## src/rtl/audio_receiver.sv

```systemverilog
// Receive side of the audio link: validates Ethernet frames carrying stereo PCM
// and buffers their samples in a commit/rollback FIFO that is drained one pair per pcm_stb.
module audio_receiver #(
    parameter int unsigned HDR_LEN     = 14,
    parameter int unsigned PAYLOAD_LEN = 112,
    parameter logic [15:0] ETHERTYPE   = 16'h88B5,
    parameter int unsigned FIFO_AW     = 6
) (
    input  logic               clk,
    input  logic               rst,
    input  logic               rx_valid,
    input  logic [7:0]         rx_data,
    input  logic               rx_sof,
    input  logic               rx_eof,
    input  logic               rx_good,
    input  logic               pcm_stb,
    output logic [15:0]        pcm_left,
    output logic [15:0]        pcm_right,
    output logic               pcm_valid,
    output logic               underrun,
    output logic [FIFO_AW:0]   fill,
    output logic [15:0]        frames_ok,
    output logic [15:0]        frames_drop
);

    localparam int unsigned BW    = 11;
    localparam int unsigned PW    = FIFO_AW + 1;
    localparam int unsigned DEPTH = 1 << FIFO_AW;
    localparam int unsigned PAIRS = PAYLOAD_LEN / 4;

    typedef enum logic [2:0] {
        S_IDLE,
        S_HDR,
        S_PAYLOAD,
        S_TAIL,
        S_DROP
    } state_t;

    state_t          state_q, state_d;
    logic [BW-1:0]   bcnt_q, bcnt_d;
    logic            et_hi_ok_q, et_hi_ok_d;
    logic [15:0]     left_q, left_d;
    logic [7:0]      rlo_q, rlo_d;
    logic [PW-1:0]   wr_ptr_q, wr_ptr_d;
    logic [PW-1:0]   wr_commit_q, wr_commit_d;
    logic [PW-1:0]   rd_ptr_q, rd_ptr_d;
    logic [PW-1:0]   fill_q, fill_d;
    logic [15:0]     frames_ok_q, frames_ok_d;
    logic [15:0]     frames_drop_q, frames_drop_d;
    logic [15:0]     pcm_left_q, pcm_right_q;
    logic            pcm_valid_q, underrun_q;

    logic            wr_en;
    logic [31:0]     wr_data;
    logic            rd_en;
    logic            ok_inc;
    logic [1:0]      drop_n;
    logic [PW-1:0]   free_space;
    logic [BW-1:0]   pay_idx;
    logic [16:0]     drop_sum;

    logic [31:0]     mem [DEPTH];

    // Frame parser, speculative writer and commit/rollback bookkeeping
    always_comb begin
        state_d       = state_q;
        bcnt_d        = bcnt_q;
        et_hi_ok_d    = et_hi_ok_q;
        left_d        = left_q;
        rlo_d         = rlo_q;
        wr_ptr_d      = wr_ptr_q;
        wr_commit_d   = wr_commit_q;
        wr_en         = 1'b0;
        wr_data       = '0;
        ok_inc        = 1'b0;
        drop_n        = 2'd0;
        free_space    = PW'(DEPTH) - (wr_ptr_q - rd_ptr_q);
        pay_idx       = bcnt_q - BW'(HDR_LEN);

        if (rx_valid) begin
            if (rx_sof) begin
                // A new start-of-frame aborts whatever frame is in flight
                if (state_q != S_IDLE) begin
                    wr_ptr_d = wr_commit_q;
                    drop_n   = 2'd1;
                end
                state_d    = S_HDR;
                bcnt_d     = BW'(1);
                et_hi_ok_d = 1'b0;
            end else begin
                case (state_q)
                    S_HDR: begin
                        bcnt_d = bcnt_q + BW'(1);
                        if (bcnt_q == BW'(HDR_LEN - 2))
                            et_hi_ok_d = (rx_data == ETHERTYPE[15:8]);
                        if (bcnt_q == BW'(HDR_LEN - 1)) begin
                            if (!et_hi_ok_q || rx_data != ETHERTYPE[7:0])
                                state_d = S_DROP;
                            else if (free_space < PW'(PAIRS))
                                state_d = S_DROP;
                            else
                                state_d = S_PAYLOAD;
                        end
                    end
                    S_PAYLOAD: begin
                        bcnt_d = bcnt_q + BW'(1);
                        case (pay_idx[1:0])
                            2'd0: left_d[7:0]  = rx_data;
                            2'd1: left_d[15:8] = rx_data;
                            2'd2: rlo_d        = rx_data;
                            default: begin
                                wr_en    = 1'b1;
                                wr_data  = {left_q, rx_data, rlo_q};
                                wr_ptr_d = wr_ptr_q + PW'(1);
                            end
                        endcase
                        if (pay_idx == BW'(PAYLOAD_LEN - 1))
                            state_d = S_TAIL;
                    end
                    default: ;
                endcase
            end
        end

        // End of frame is judged against the state reached after this cycle's byte
        if (rx_eof && state_d != S_IDLE) begin
            if (state_d == S_TAIL && rx_good) begin
                wr_commit_d = wr_ptr_d;
                ok_inc      = 1'b1;
            end else begin
                wr_ptr_d = wr_commit_q;
                drop_n   = drop_n + 2'd1;
            end
            state_d = S_IDLE;
        end

        rd_en    = pcm_stb && (wr_commit_q != rd_ptr_q);
        rd_ptr_d = rd_ptr_q + PW'(rd_en);
        fill_d   = wr_commit_d - rd_ptr_d;

        frames_ok_d = (ok_inc && frames_ok_q != 16'hFFFF) ? frames_ok_q + 16'd1 : frames_ok_q;
        drop_sum      = {1'b0, frames_drop_q} + 17'(drop_n);
        frames_drop_d = drop_sum[16] ? 16'hFFFF : drop_sum[15:0];
    end

    always_ff @(posedge clk) begin
        if (wr_en)
            mem[wr_ptr_q[FIFO_AW-1:0]] <= wr_data;
    end

    always_ff @(posedge clk) begin
        if (rst) begin
            state_q       <= S_IDLE;
            bcnt_q        <= '0;
            et_hi_ok_q    <= 1'b0;
            left_q        <= '0;
            rlo_q         <= '0;
            wr_ptr_q      <= '0;
            wr_commit_q   <= '0;
            rd_ptr_q      <= '0;
            fill_q        <= '0;
            frames_ok_q   <= '0;
            frames_drop_q <= '0;
            pcm_left_q    <= '0;
            pcm_right_q   <= '0;
            pcm_valid_q   <= 1'b0;
            underrun_q    <= 1'b0;
        end else begin
            state_q       <= state_d;
            bcnt_q        <= bcnt_d;
            et_hi_ok_q    <= et_hi_ok_d;
            left_q        <= left_d;
            rlo_q         <= rlo_d;
            wr_ptr_q      <= wr_ptr_d;
            wr_commit_q   <= wr_commit_d;
            rd_ptr_q      <= rd_ptr_d;
            fill_q        <= fill_d;
            frames_ok_q   <= frames_ok_d;
            frames_drop_q <= frames_drop_d;
            pcm_valid_q   <= rd_en;
            underrun_q    <= pcm_stb && !rd_en;
            // Registered read port; an underrun zeroes the outputs instead
            if (rd_en)
                {pcm_left_q, pcm_right_q} <= mem[rd_ptr_q[FIFO_AW-1:0]];
            else if (pcm_stb)
                {pcm_left_q, pcm_right_q} <= '0;
        end
    end

    assign pcm_left    = pcm_left_q;
    assign pcm_right   = pcm_right_q;
    assign pcm_valid   = pcm_valid_q;
    assign underrun    = underrun_q;
    assign fill        = fill_q;
    assign frames_ok   = frames_ok_q;
    assign frames_drop = frames_drop_q;

endmodule

```

## config.mk

```make
export PLATFORM = sky130hd
export DESIGN_NAME = audio_receiver
export DESIGN_NICKNAME = d
export VERILOG_FILES = /design/src/rtl/audio_receiver.sv
export SDC_FILE = /design/constraint.sdc
export NUM_CORES = 2
export LEC_CHECK = 0
export CORE_ASPECT_RATIO = 1.2
export CORE_UTILIZATION = 55
export DETAILED_ROUTE_END_ITERATION = 7
export GPL_TIMING_DRIVEN = 0
export PLACE_DENSITY = 0.76
export SKIP_LAST_GASP = 1
export SYNTH_ARGS = -nofsm -noshare
export SYNTH_HDL_FRONTEND = slang
export SYNTH_SLANG_ARGS = --single-unit
```

## constraint.sdc

```tcl
create_clock -name clk -period 12.51 [get_ports clk]
set_input_delay 1.8765 -clock clk [delete_from_list [all_inputs] [get_ports clk]]
set_output_delay 1.8765 -clock clk [all_outputs]
set_load 0.02 [all_outputs]
```

m3.png
(1 px per um)
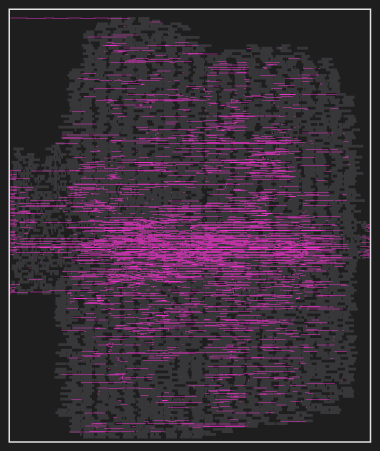
- main direction: horizontal
- share of all routed wire: 12%
Detailed Route WL: 234000 um
via count: 43700

ff_map.png
(1 px per um)
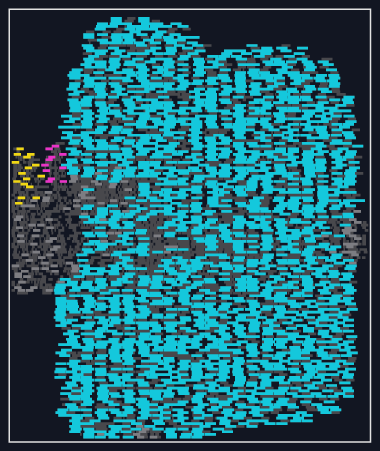
- magenta: bcnt_q (placed flops 11)
- yellow: frames_drop (placed flops 16)
- cyan: mem (placed flops 2048; where all over the die)
- not colored: 106

class_map.png
(1 px per um)
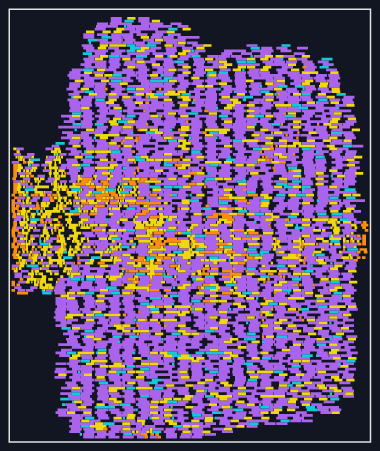
- cyan: clock drivers and dummy loads (cells 362; share of their area 6.6%)
- purple: registers (cells 2181; share of their area 68%)
- yellow: remaining logic cells (cells 1398; share of their area 21%)
- orange: remaining buffers and delay cells (cells 396; share of their area 4.2%)

placed.png
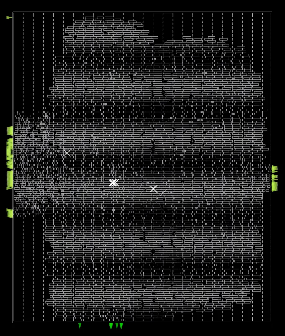
Cell Rows: 157
Non-Filler Instances: 6334
fillers: 9502
post-layout util: 63.4%
Seq area share: 66.4%

==> impl_metrics.json <==
{
  "p_comb_mw": 0.0473,
  "power_mw": 13.8,
  "most_common_cell": "edfxtp_1",
  "cts_max_path_buffers": 3,
  "p_comb_share_pct": 0.3,
  "critPathKind": "register to register",
  "path_buffers": 4,
  "min_path_cells": 1,
  "start_kind": "register",
  "status": "complete, but fails checks",
  "tap_cells": 1987,
  "antenna_left": 0,
  "comb_area_share_pct": 20.5,
  "final_cell_area_sq_um": 96700,
  "drtPass1Iterations": 8,
  "cp_slowest_cell": "clkinv_1",
  "cts_sinks": 2181,
  "simple_gate_share_pct": 2.34,
  "pg_seq_mw": 7.85,
  "maxSlewViolCount": 11,
  "xor_share_pct": 0.394,
  "warning_count": 31,
  "cts_tree": "built",
  "cts_buffers": 196,
  "pwr-share-clk_pct": 42.9,
  "io_buffers": 85,
  "pin_count": 88,
  "common_cells": "edfxtp_1 (2048), mux4_2 (640), dfxtp_1 (133), clkbuf_1 (127), nor2_1 (118)",
  "post_cts.repair.setup_buffers": 0,
  "hp-start": "pcm_right[2]",
  "hold_violations": 0,
  "holdCritPathClass": "register to register",
  "largest_cell_class": "sequential cells",
  "grt_usage_pct": 30.5,
  "topCellsByArea": "edfxtp_1 (73%), mux4_2 (17%), dfxtp_1 (3.2%)",
  "nets": 4218,
  "cellLeakagePower_nw": 23.7,
  "min_to": "pcm_right[2]",
  "ff2ff_path_depth": 22,
  "synth_area_per_cell_sq_um": 22.3,
  "layout_top_cell": "edfxtp_1",
  "setup_viol": 0,
  "synth_cell_type_count": 76,
  "synth-edff-count": 2048,
  "synth-main-ff-cell": "edfxtp_1",
  "tightest_slew_ps": 1580,
  "pwr-share-seq_pct": 56.8,
  "synthAoiAreaFrac_pct": 1.57,
  "cap_viol_max_count": 2,
  "cpMostUsedCell": "ha_1",
  "top_area_cell": "edfxtp_1",
  "period_used_pct": 53.9,
  "power_switching_mw": 2.67,
  "final-comb-area_sq_um": 19800,
  "cp-end-kind": "register",
  "reg2reg_slack_ps": 5770,
  "topCombFamilyByArea": "multiplexers",
  "lay_top_cells": "edfxtp_1 (2048), mux4_2 (640), clkbuf_16 (199)",
  "path_cells": "clkbuf_1 -> clkinv_1 -> ha_1 -> nand2_1 -> fa_1 -> nand2b_1 -> a21oi_1 -> xnor2_1 -> o2111ai_2 -> nor2_1 -> or3_1 -> ha_1 -> mux2_2 -> ha_1 -> inv_1 -> fa_1 -> nor3b_1 -> and2_1 -> nand4_1 -> or3_1 -> clkbuf_1 -> a21oi_1",
  "drc": 41,
  "max_freq_mhz": 148,
  "antenna_cells": 10,
  "synthAdderAreaFrac_pct": 0.471,
  "nClkBuffers": 252,
  "nonClkBufAreaFrac_pct": 4.06,
  "setup_tns_ps": 0,
  "synthMuxAreaShare_pct": 18.1,
  "cp_max_fo": 10,
  "worstPathRequired_ps": 13270,
  "fin_ws_ps": 5770,
  "root_buffer": "clkbuf_16",
  "pre_cts_slack_ps": 5340,
  "synth_flops": 2181,
  "buffers": 396,
  "violations": "DRC, capacitance limit, slew limit",
  "crit_end": "frames_drop[11]",
  "post_drt_via_cell_ratio": 6.89
}
-- logic make-up (layout without fill, tap and decap cells) --
group | count (synthesis) | count (layout)
AND-OR/OR-AND | 199 | 199
XOR/XNOR | 38 | 38
adder cells (fa/ha/maj) | 30 | 30
buffers and inverters | 234 | 783
flip-flops | 2181 | 2181
multiplexers | 724 | 724
other | 0 | 10
AND/OR/NAND/NOR | 382 | 382
-- through the flow --
step,cells,hold WS [ps]
after floorplan,3788,432
after global placement,5860,436
after detailed placement,5961,443
after CTS,6323,457
after global routing,6325,481
final,6334,451
-- routing by layer --
metal | GRT usage, % | vias up | wire, um
met5 | 0 | - | 225
met4 | 19.7 | 18 | 17800
met3 | 9.26 | 817 | 27800
met2 | 49.1 | 3328 | 113000
met1 | 35.9 | 22700 | 75500
li1 | - | 16800 | -
Power figures rest on the tool's default switching activity, not on a simulated workload.
